Design pong_writer_flat, sky130hd; sources not shown.
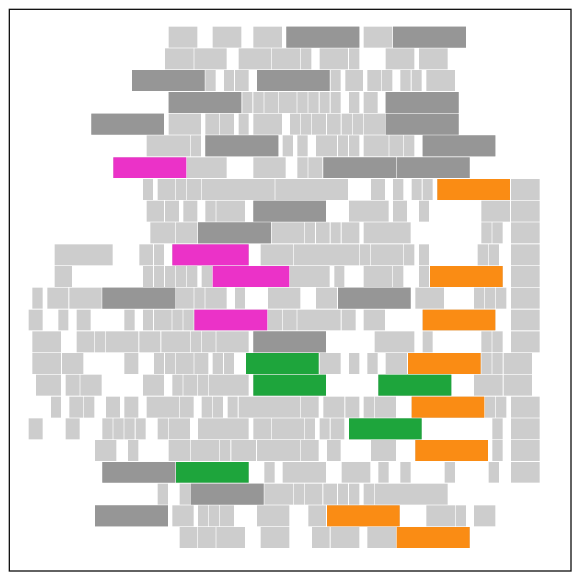
**Above:** run 1 (sequential cells grouped by signal name).
Scale: 8 px per um. Other sequential cells in the stronger grey, the rest of the logic in the fainter grey.
Key: magenta = u_core.idx_q [flops 4]; orange = u_core.bus.data_out [flops 8]; green = u_core.cnt_q [flops 5]
Another 20 sequential cells are not coloured.
proportion of cell area occupied by registers: 33.4%
final core area utilization: 65.2%

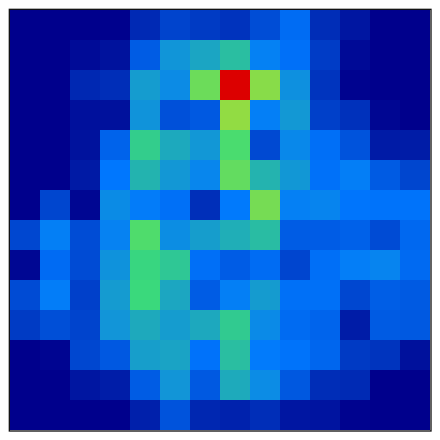
**Above:** run 1 (wire density map).
Scale: 6 px per um. The die is cut into 14 by 14 equal tiles; dark blue is low, red is high, scaled to the fullest tile. Values are wire area over tile area, all layers added.
The mean over all tiles is 0.15. 4.1% of the tiles are over half the peak. The emptiest ninth of the die: north-west. 20% of the tiles are nearly empty. The fullest tile reaches 0.80.
total global-route track usage: 18.2%
Wirelength per Cell: 13.2 um
total via count after detailed routing: 1809

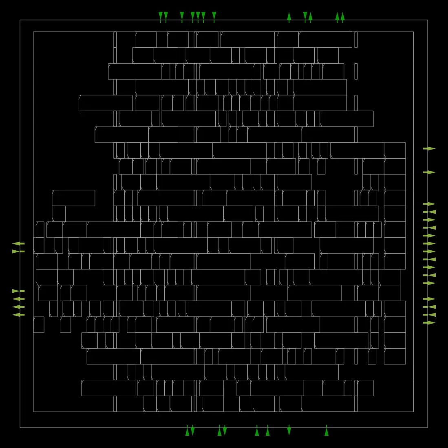
**Above:** run 1 (placement view).
number of fill cells in the layout: 353
number of cells in the finished layout apart from fillers: 354
standard-cell rows: 24

==> results.txt <==
Physical implementation status

The run finished with clean final reports. For this run, the top clock speed supported by timing is 654 MHz. The worst setup path is launched from a register. The antenna cell count stands at 0. At the end of the flow, the number of nets in the layout was 330. For this run, the chip area from Yosys synthesis comes to 1960 um2. The final global-route overflow total stands at 0.

Counting instances in the post-synthesis netlist gives the leading cell types as 92 x nand2_1, 37 x dfrtp_1, 26 x nand3_1, 16 x inv_1, 11 x nor2_1. Net switching is 42.0% of the power. STA classifies the critical path endpoint as a register.

The initial antenna violation count stands at 0. The aoi/oai-family share of the synthesized area stands at 3.83%. Among all cell types in the netlist, the one instantiated most often is nand2_1. No sink is reached through more buffers than the 2 on the longest clock path. Averaged over all synthesized cells, the footprint is 8.28 um2. The fraction of the mapped netlist area in adder cells stands at 5.48%. Per the placement report, the placed cell count is 336. The pin count of the biggest net entering global routing stands at 38. The yosys warning tally stands at 0. The post-detailed-route DRC marker count stands at 0.

Per the synth stats, the flop cell with the highest instance count is dfrtp_1. The post-synthesis xor/xnor area fraction stands at 1.34%. For the final database, setup skew stands at 3.46 ps.

The area of the die stands at 4900 um2. The iteration count recorded for the first detailed-route pass is 6. The minimum setup slack among reg-to-reg paths stands at 70 ps. The number of cells on the worst reg-to-reg path is 10. The switching component of the power was reported as 2060 uW. The sequential-to-total area share from yosys stat stands at 47.2%. Per the synth log, the flip-flop and latch total comes to 37. The main area contributors are dfrtp_1 47%, nand2_1 18%, nand3_1 6.6%.

The worst-case max-slew headroom was logged as 69.0%. Looking at the setup timing report, the critical path kind is reg -> reg. The port buffer count stands at 42. The synthesized design devotes to its leading area cell type 47.2% of total area. At the end of routability-driven placement, the weighted congestion stood at 0.860. The number of ports placed on the die boundary stands at 43.

In the Yosys report the total cell count is 237. Subtracting the final worst setup slack from the clock period gives 1530 ps. The max-slew violation count stands at 0. The wire length of the first global-routing pass stands at 7.21 mm. For the pin with the worst max-slew slack, the measured transition is 465 ps. Grouping non-sequential cells by family puts the most area in simple AND/OR/NAND/NOR gates. The worst-path maximum fanout stands at 8. The final critical path takes up 95.6% of the cycle. The area inside the core boundary stands at 4260 um2. Endpoints failing hold in the final report were tallied at 0. The worst-case vdd ir drop stands at 0.00104 V. The die width stands at 70.0 um.

The count of nets left with antenna violations after detail routing stands at 0. The via count of the first global-routing pass came to 1761. The data arrival at the endpoint of the critical path stands at 1690 ps. The post-synthesis simple-gate area fraction stands at 32.8%. The synthesized netlist contains 29 unique library cells.

The largest individual stage delay along the critical path comes from the cell dfrtp_1. For this run, the slowest stage of the critical path takes 390 ps. At the worst endpoint, the required time is 1760 ps. STA reports the tightest min-delay check as being of type in -> async. Setup repair after global routing could not meet its margin everywhere. The share of the core area taken by cells at floorplan is 46.0%. The maximum level of the CTS H-tree stands at 2. The count of hold buffers inserted by post-cts repair stands at 0. After layout, the design draws a total of 4920 uW. The first routing iteration left 116 violations. The internal portion of total power stands at 2850 uW. The routed wire length stands at 4.69 mm. Once detailed placement completed, the half-perimeter wirelength came to 3.04 mm.

Combinational logic is responsible for 55.1% of the overall power. The net count after synthesis stands at 266. The leakage power stands at 0.00139 uW.

Measured against the total synthesized area, the mux share comes to 3.44%. The number of flops mapped to enable cells by yosys stands at 0. The power density normalized to cell area stands at 1770 nW/um2. Setup total negative slack on the finished layout was measured at 0 ps. The sequential group share of total power stands at 32.5%. For the worst-skew pair, the clock arrives at the later sink with an insertion delay of 280 ps. The end-of-flow timing check tallies setup violations at 0.

Per the final layout report, the fraction of cells sized above drive strength 1 comes to 25.8%. The area growth from synthesis to layout is 41.7%. dfrtp_1 takes more of the synthesized area than any other cell. The mapped cell area stands at 1960 um2. CTS placed an instance of clkbuf_8 at the clock tree root.
## run 1: cells by family after synthesis
kind of cell             count (synthesis)
buffers and inverters                   25
flip-flops                              37
AND-OR/OR-AND                           14
adder cells (fa/ha/maj)                  8
AND/OR/NAND/NOR                        144
XOR/XNOR                                 3
multiplexers                             6
## run 1: cell type report
type                       instances  area [um2]  area share [%]
tap                               52        65.1            2.34
clock buffer                       8        80.1            2.88
multi-input combinational        175        1070            38.5
inverter                          20        80.1            2.88
sequential                        37         928            33.4
timing repair buffer              62         557            20.0
## run 1: worst max-delay path: cells and delay by family, from the launching register on
kind | cells | cell delay, ps
and+or+nand+nor | 7 | 580
DFF | 1 | 390
adders and majority gates | 2 | 360
AOI/OAI and AO/OA | 1 | 70
## run 1: routing by layer
layer,global-route usage [%],vias to the layer above,share of wire [%]
met5,0,-,0
met4,9.19,0,2.4
met3,2.60,12,4.1
met2,33.2,56,53
met1,20.7,846,40
li1,-,895,-
## run 1: cell usage in the layout, fill, tap and decap left out, drive strengths merged, types with 2 or more instances in the layout
cell           netlist  layout
mux2                 6       6
or2                  3       3
nand4                5       5
o21ai                9       9
buf                  5      23
xnor2                2       2
a21oi                3       3
ha                   7       7
nor2                15      15
nand3               27      27
clkdlybuf4s50        0      37
dfrtp               37      37
clkbuf               0       9
inv                 20      20
nand2               93      93
## run 1: through the flow
step	hold WS, ps	area [um2]	setup slack [ps]	utilization [%]
5_1_grt	365	2780	20.1	65.2
4_1_cts	296	2630	36.3	61.7
2_1_floorplan	277	1970	107	-
3_3_place_gp	454	2490	90.6	58.4
6_report	279	2780	70.1	65.2
3_5_place_dp	459	2490	16.5	58.4
## run 1: power groups by stage
stage / Combinational, uW / Clock (uW) / Sequential, uW
5_1_grt: 2960 / 656 / 1650
3_5_place_dp: 2420 / 0 / 1590
2_1_floorplan: 1290 / 0 / 1810
6_report: 2710 / 609 / 1600
4_1_cts: 2480 / 626 / 1570
3_3_place_gp: 2350 / 0 / 1570
## run 1: timing repair
| item | 4_1_cts | 5_1_grt |
|---|---|---|
| buffers inserted | 4 | 6 |
| gates resized | 23 | 34 |
| pin swaps | 6 | 12 |
| setup endpoints to repair | 16 | 38 |
Power is estimated from default activity; no workload was simulated.
